placed.png
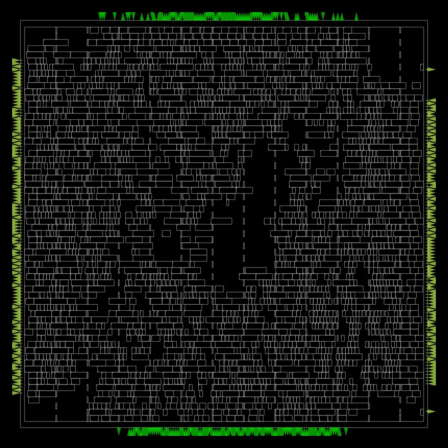
gates.png
(2 px per um)
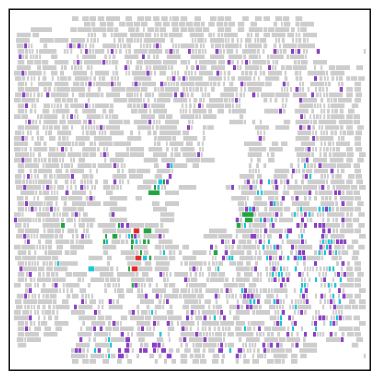
layers.png
(2 px per um) Only two layers are drawn.
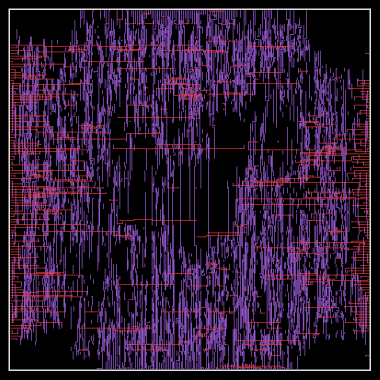
--- config.mk ---
export PLATFORM = sky130hd
export DESIGN_NAME = mem_stage
export DESIGN_NICKNAME = d
export VERILOG_FILES = /design/src/rtl/mem_stage.sv
export SDC_FILE = /design/constraint.sdc
export NUM_CORES = 1
export LEC_CHECK = 0
export ABC_AREA = 1
export ABC_CLOCK_PERIOD_IN_PS = 2200
export CAP_MARGIN = 5
export CORE_MARGIN = 1.5
export CORE_UTILIZATION = 45
export DETAILED_ROUTE_END_ITERATION = 10
export HOLD_SLACK_MARGIN = 0.15
export PLACE_DENSITY = 0.8
export SYNTH_ARGS = -nofsm -noshare
export SYNTH_HDL_FRONTEND = slang
export SYNTH_SLANG_ARGS = --single-unit
--- constraint.sdc ---
create_clock -name clock -period 2.2 [get_ports clock]
set_input_delay 0.33 -clock clock [delete_from_list [all_inputs] [get_ports clock]]
set_output_delay 0.33 -clock clock [all_outputs]
set_load 0.02 [all_outputs]
--- src/rtl/mem_stage.sv ---
// mem_stage: data-memory access stage with sizing, big-endian lanes, load extension and access timeout
module mem_stage #(
  parameter int TIMEOUT = 16
) (
  input  logic        clock,
  input  logic        reset,
  input  logic        in_valid,
  input  logic [31:0] pc,
  input  logic [31:0] insn,
  input  logic [13:0] controls,
  input  logic [31:0] O,
  input  logic [31:0] B,
  output logic        stall,
  output logic        mem_req,
  output logic        mem_we,
  output logic [31:0] mem_addr,
  output logic [3:0]  mem_be,
  output logic [31:0] mem_wdata,
  input  logic        mem_ack,
  input  logic [31:0] mem_rdata,
  output logic        wb_valid,
  output logic [31:0] wb_pc,
  output logic [31:0] wb_insn,
  output logic [13:0] wb_controls,
  output logic [31:0] wb_O,
  output logic [31:0] wb_D,
  output logic        exc_misalign,
  output logic        exc_buserr
);
  typedef enum logic {IDLE, ACCESS} state_t;
  state_t state, state_n;
  logic [7:0]  cnt;
  logic [31:0] h_pc, h_insn, h_o, h_b;
  logic [13:0] h_ctrl;
  logic        in_byte, in_half, in_mis, mem_op, h_byte, h_half, done, tout;
  logic [31:0] sh, ld;
  logic [15:0] ld_h;
  logic        sgn;
  assign in_byte = insn[31:26] == 6'b100000 || insn[31:26] == 6'b100100 || insn[31:26] == 6'b101000;
  assign in_half = insn[31:26] == 6'b100001 || insn[31:26] == 6'b100101 || insn[31:26] == 6'b101001;
  assign in_mis  = controls[12] & (in_half ? O[0] : !in_byte && O[1:0] != 2'b00);
  assign mem_op  = in_valid & controls[12];
  assign h_byte  = h_insn[31:26] == 6'b100000 || h_insn[31:26] == 6'b100100 || h_insn[31:26] == 6'b101000;
  assign h_half  = h_insn[31:26] == 6'b100001 || h_insn[31:26] == 6'b100101 || h_insn[31:26] == 6'b101001;
  assign stall     = state == ACCESS;
  assign mem_req   = state == ACCESS;
  assign mem_we    = mem_req & h_ctrl[9];
  assign mem_addr  = {h_o[31:2], 2'b00};
  assign mem_be    = h_byte ? 4'b1000 >> h_o[1:0] : h_half ? (h_o[1] ? 4'b0011 : 4'b1100) : 4'b1111;
  assign mem_wdata = h_byte ? {4{h_b[7:0]}} : h_half ? {2{h_b[15:0]}} : h_b;
  assign done = state == ACCESS && mem_ack;
  assign tout = state == ACCESS && !mem_ack && cnt == 8'(TIMEOUT - 1);
  // Byte k sits at bits [31-8k:24-8k], so shift it down by 8*(3-k); opcode bit 2 marks the unsigned loads.
  assign sh   = mem_rdata >> {~h_o[1:0], 3'b000};
  assign ld_h = h_o[1] ? mem_rdata[15:0] : mem_rdata[31:16];
  assign sgn  = ~h_insn[28];
  assign ld   = h_byte ? {{24{sgn & sh[7]}}, sh[7:0]} : h_half ? {{16{sgn & ld_h[15]}}, ld_h} : mem_rdata;
  always_ff @(posedge clock)
    state <= reset ? IDLE : state_n;
  always_comb begin
    state_n = state;
    if (state == IDLE && mem_op && !in_mis) state_n = ACCESS;
    if (done || tout) state_n = IDLE;
  end
  always_ff @(posedge clock) begin
    if (reset) begin
      cnt <= '0;
      {h_pc, h_insn, h_ctrl, h_o, h_b} <= '0;
      {wb_valid, wb_pc, wb_insn, wb_controls, wb_O, wb_D} <= '0;
      exc_misalign <= 1'b0;
      exc_buserr <= 1'b0;
    end else begin
      exc_misalign <= 1'b0;
      exc_buserr <= 1'b0;
      if (state == IDLE) begin
        cnt <= '0;
        wb_valid <= in_valid & !(mem_op & !in_mis);
        if (in_valid && (!controls[12] || in_mis)) begin
          wb_pc <= pc;
          wb_insn <= insn;
          wb_controls <= in_mis ? controls & ~14'h0800 : controls;
          wb_O <= O;
          wb_D <= '0;
          exc_misalign <= in_mis;
        end
        if (mem_op && !in_mis) begin
          h_pc <= pc;
          h_insn <= insn;
          h_ctrl <= controls;
          h_o <= O;
          h_b <= B;
        end
      end else begin
        cnt <= (done || tout) ? 8'd0 : cnt + 8'd1;
        wb_valid <= done | tout;
        if (done || tout) begin
          wb_pc <= h_pc;
          wb_insn <= h_insn;
          wb_controls <= done ? h_ctrl : h_ctrl & ~14'h0800;
          wb_O <= h_o;
          wb_D <= (done && !h_ctrl[9]) ? ld : 32'd0;
          exc_buserr <= tout;
        end
      end
    end
  end
endmodule

==> results.sh <==
# implementation run metrics
export IMPL_warnings=33
export IMPL_synthTopLogicFamily="simple AND/OR/NAND/NOR gates"
export IMPL_sw_frac_of_total=0.2772
export IMPL_taps=396
export IMPL_path_buffers=3
export IMPL_sh_comb_area=0.3496
export IMPL_clk_insertion_delay_late_ns=0.51
export IMPL_cts_resized=119
export IMPL_p_comb_mw=2.65
export IMPL_slowest_stage="dfxtp_2"
export IMPL_rr_worst_depth=9
export IMPL_ff_count=296
export IMPL_die_h_um=179.8
export IMPL_overflow=0
export IMPL_chipArea_sq_um=32320
export IMPL_clk_path_buf_depth=3
export IMPL_finalSetupViolCount=0
export IMPL_finalPower_mw=14.20
export IMPL_grt_max_degree=109
export IMPL_postCtsHoldBufs=0
export IMPL_endpoint_kind="output port"
export IMPL_n_clock_buffer=50
export IMPL_top_area_frac=0.4214
export IMPL_cp_depth=7
export IMPL_cts_buffers=34
export IMPL_rsz0062_at_grt="yes"
export IMPL_top_cell="nand2_1"
export IMPL_worstPathArrival_ns=1.82
export IMPL_ys_area_sq_um=14060
export IMPL_wl_um=48920
export IMPL_worst_pin_slew_ns=0.5875
export IMPL_crit_required_ns=1.87
export IMPL_run_status="finished clean"
export IMPL_crit_fanout=6
export IMPL_grt_usage=0.2896
export IMPL_met2_usage=0.4694
## Picture notes: placed.png
non-filler cells in the finished layout: 2,774
fillcell total: 2,682

## Picture notes: gates.png
colour	family	cells
green	nor cells	22
cyan	inv cells	81
red	xor and xnor cells	3
purple	aoi and oai cells	262

## Picture notes: layers.png
colour	layer	wire length
purple	M2	22.8 mm
red	M3	4,320 um

